Metal 3:
Bar = 20 µm.
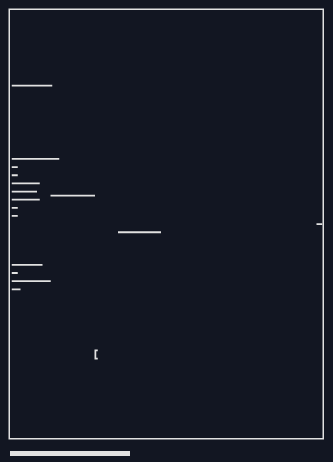
Cells colored by class:
Fill, decap, tap and diode cells in gray.
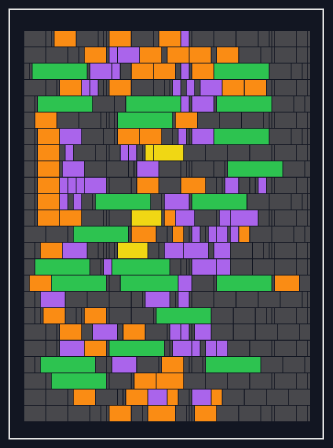
## src/rtl/adder_share_ctrl.sv

```systemverilog
// Two-way round-robin front end for one shared ripple adder: latches the granted operands,
// waits SETTLE_CYCLES for the adder to settle, then captures {co,sum} and pulses ack.
module adder_share_ctrl #(
  parameter int unsigned WIDTH         = 4,
  parameter int unsigned SETTLE_CYCLES = 2
) (
  input  logic             clk,
  input  logic             _MR,
  input  logic             req0,
  input  logic             req1,
  input  logic [WIDTH-1:0] a0,
  input  logic [WIDTH-1:0] b0,
  input  logic [WIDTH-1:0] a1,
  input  logic [WIDTH-1:0] b1,
  input  logic             ci0,
  input  logic             ci1,
  output logic             ack0,
  output logic             ack1,
  output logic [WIDTH-1:0] res_sum,
  output logic             res_co,
  output logic             busy,
  output logic [1:0]       grant,
  output logic [WIDTH-1:0] add_a,
  output logic [WIDTH-1:0] add_b,
  output logic             add_ci,
  input  logic [WIDTH-1:0] add_sum,
  input  logic             add_co
);

  // A zero settle time would sample the adder in the same cycle its inputs change.
  localparam int unsigned SettleEff = (SETTLE_CYCLES == 0) ? 1 : SETTLE_CYCLES;
  localparam int unsigned CntW      = $clog2(SettleEff + 1);

  typedef enum logic [1:0] {StIdle, StSettle, StDone} state_e;

  state_e            state_q, state_d;
  logic [CntW-1:0]   cnt_q, cnt_d;
  logic              last_q, last_d;
  logic [1:0]        grant_q, grant_d;
  logic [WIDTH-1:0]  a_q, a_d, b_q, b_d, sum_q, sum_d;
  logic              ci_q, ci_d, co_q, co_d;
  logic              pick1;

  // Requester 1 wins when alone, or on a tie when requester 0 was served last.
  assign pick1 = req1 & (~req0 | ~last_q);

  always_comb begin
    state_d = state_q;
    cnt_d   = cnt_q;
    last_d  = last_q;
    grant_d = grant_q;
    a_d     = a_q;
    b_d     = b_q;
    ci_d    = ci_q;
    sum_d   = sum_q;
    co_d    = co_q;
    unique case (state_q)
      StIdle: begin
        if (req0 || req1) begin
          grant_d = pick1 ? 2'b10 : 2'b01;
          a_d     = pick1 ? a1 : a0;
          b_d     = pick1 ? b1 : b0;
          ci_d    = pick1 ? ci1 : ci0;
          cnt_d   = CntW'(SettleEff);
          state_d = StSettle;
        end
      end
      StSettle: begin
        cnt_d = cnt_q - CntW'(1);
        if (cnt_q == CntW'(1)) begin
          sum_d   = add_sum;
          co_d    = add_co;
          last_d  = grant_q[1];
          state_d = StDone;
        end
      end
      StDone: begin
        grant_d = 2'b00;
        state_d = StIdle;
      end
      default: begin
        grant_d = 2'b00;
        state_d = StIdle;
      end
    endcase
  end

  always_ff @(posedge clk or negedge _MR) begin
    if (!_MR) begin
      state_q <= StIdle;
      cnt_q   <= '0;
      last_q  <= 1'b1;
      grant_q <= 2'b00;
      a_q     <= '0;
      b_q     <= '0;
      ci_q    <= 1'b0;
      sum_q   <= '0;
      co_q    <= 1'b0;
    end else begin
      state_q <= state_d;
      cnt_q   <= cnt_d;
      last_q  <= last_d;
      grant_q <= grant_d;
      a_q     <= a_d;
      b_q     <= b_d;
      ci_q    <= ci_d;
      sum_q   <= sum_d;
      co_q    <= co_d;
    end
  end

  assign ack0    = (state_q == StDone) & grant_q[0];
  assign ack1    = (state_q == StDone) & grant_q[1];
  assign busy    = (state_q != StIdle);
  assign grant   = grant_q;
  assign add_a   = a_q;
  assign add_b   = b_q;
  assign add_ci  = ci_q;
  assign res_sum = sum_q;
  assign res_co  = co_q;

endmodule

```

## config.mk

```make
export PLATFORM = sky130hd
export DESIGN_NAME = adder_share_ctrl
export DESIGN_NICKNAME = d
export VERILOG_FILES = /design/src/rtl/adder_share_ctrl.sv
export SDC_FILE = /design/constraint.sdc
export NUM_CORES = 1
export LEC_CHECK = 0
export CAP_MARGIN = 20
export CORE_ASPECT_RATIO = 1.4
export CORE_MARGIN = 2
export CORE_UTILIZATION = 30
export DETAILED_ROUTE_END_ITERATION = 6
export GPL_TIMING_DRIVEN = 0
export HOLD_SLACK_MARGIN = 0.02
export PLACE_DENSITY = 0.62
export SYNTH_ARGS = -nofsm -noshare
export SYNTH_HDL_FRONTEND = slang
export SYNTH_SLANG_ARGS = --single-unit
export TNS_END_PERCENT = 10
```

## constraint.sdc

```tcl
create_clock -name clk -period 1.8 [get_ports clk]
set_clock_uncertainty 0.2 [all_clocks]
set_input_delay 0.36 -clock clk [delete_from_list [all_inputs] [get_ports clk]]
set_output_delay 0.36 -clock clk [all_outputs]
set_load 0.01 [all_outputs]
```

==> results.toml <==
# generated from flow reports
[drt]
drt-initial-drc-count = 18
viasPerCell = 4.78
drtAntennaViolNets = 0
vias = 831
drc = 0
routed.top_layer = "met4"
wl_met1_um = 983

[synth]
aoi_share = 0.164
yosys-top-cells-count = "20 x dfrtp_1, 11 x nor2_1, 9 x a221o_1, 9 x nand2_1, 6 x mux2_2"
yosys_warnings = 0
ys_area_um2 = 975
ys_ff = 21
area_leaders = "dfrtp_1 51%, a221o_1 9.2%, mux2_2 6.9%, nor2_1 4.2%, nand2_1 3.5%"
xor_share = 0
mux_area_frac = 0.0693
syn_nets = 114
synth_cell_types = 23
synthCells = 86
avgSynthCellArea_um2 = 11.3
ys_sh_simple = 0.150
synth-edff-count = 0

[setup_path]
cpMaxStageDelayCell = "clkdlybuf4s50_1"
cpPeakStageDelay_ns = 0.54
critPathLaunchType = "register"
cp_top_family = "buffers and inverters"
worstSetupPathType = "register to output pin"
r2r_slack_ns = 0.27
setup.worst_path.start = "grant[0]"
cp.arrival_ns = 1.16
path_cells = "clkdlybuf4s50_1"

[pwr]
seq_power_share = 0.363
leakage_nw = 0.680
p_comb_frac = 0.509
vdd_drop_max_mv = 0.797
power_report.internal_total_mw = 1.58
power.total_mw = 2.35
largestPowerGroup = "combinational logic"
p_per_area_nw_per_um2 = 1560
p_seq_uw = 855

[status]
outcome = "finished, final reports clean"

[hold_path]
hp-class = "register to register"
hp-start = "res_co"

[final_layout]
final_area_um2 = 1510
stdcell_count = 174
antenna_cells = 0
layout_top_cells = "40 x clkdlybuf4s50_1, 19 x dfrtp_1, 11 x nor2_1"
drive_gt1_frac = 0.170
utilization = 0.484

[final_timing]
grt_setup_unrepaired = "false"
fin_hold_ws_ns = 0.308
layout_min_cycle_time_ns = 1.72
setup_viol = 0
fin_ws_ns = 0.0799

[run]
warnings = 26

[clocking]
numCtsBuffers = 3
htreeDepth = 1
cts_setup_buffers = 0
insertion_delay_ns = 0.25

[global_routing]
track_usage = 0.144
grt_max_degree = 22
grt_pass1_wl_mm = 4.11

[die]
dieArea_um2 = 3730
core-area_um2 = 3120
ios = 46

[placement]
place.gp.congestion = 0.768
About 'metal 3':
main direction = horizontal
share of all routed wire = 2.5%

About 'cells colored by class':
flops -> green  # cells 21, share of their area 36%
clock drivers and dummy loads -> yellow  # cells 4, share of their area 3.1%
other buffers and delay cells -> orange  # cells 50, share of their area 33%
all other logic -> purple  # cells 60, share of their area 28%

[routing by layer]
layer	vias up	GRT usage
li1	403	-
met1	408	0.176
met2	18	0.246
met3	2	0.0229
met4	0	0.0598
met5	-	0
[path summary, 6_finish.rpt]
kind | depth (start not counted) | endpoint
setup reg to reg | 5 | add_a[2]
setup / recovery | 1 | grant[0]
hold reg to reg | 1 | res_co
max in group asynchronous | 1 | state_q[1]
min in group asynchronous | 1 | res_co
hold / removal | 1 | res_co
[area by class of cell]
cell class	count	area [µm²]	area share
Multi-Input combinational cell	55	387	0.256
Tap cell	39	48.8	0.0323
Inverter	5	18.8	0.0124
Sequential cell	21	528	0.349
Timing Repair Buffer	45	440	0.291
Clock buffer	4	45.0	0.0298
Buffer	5	43.8	0.0290
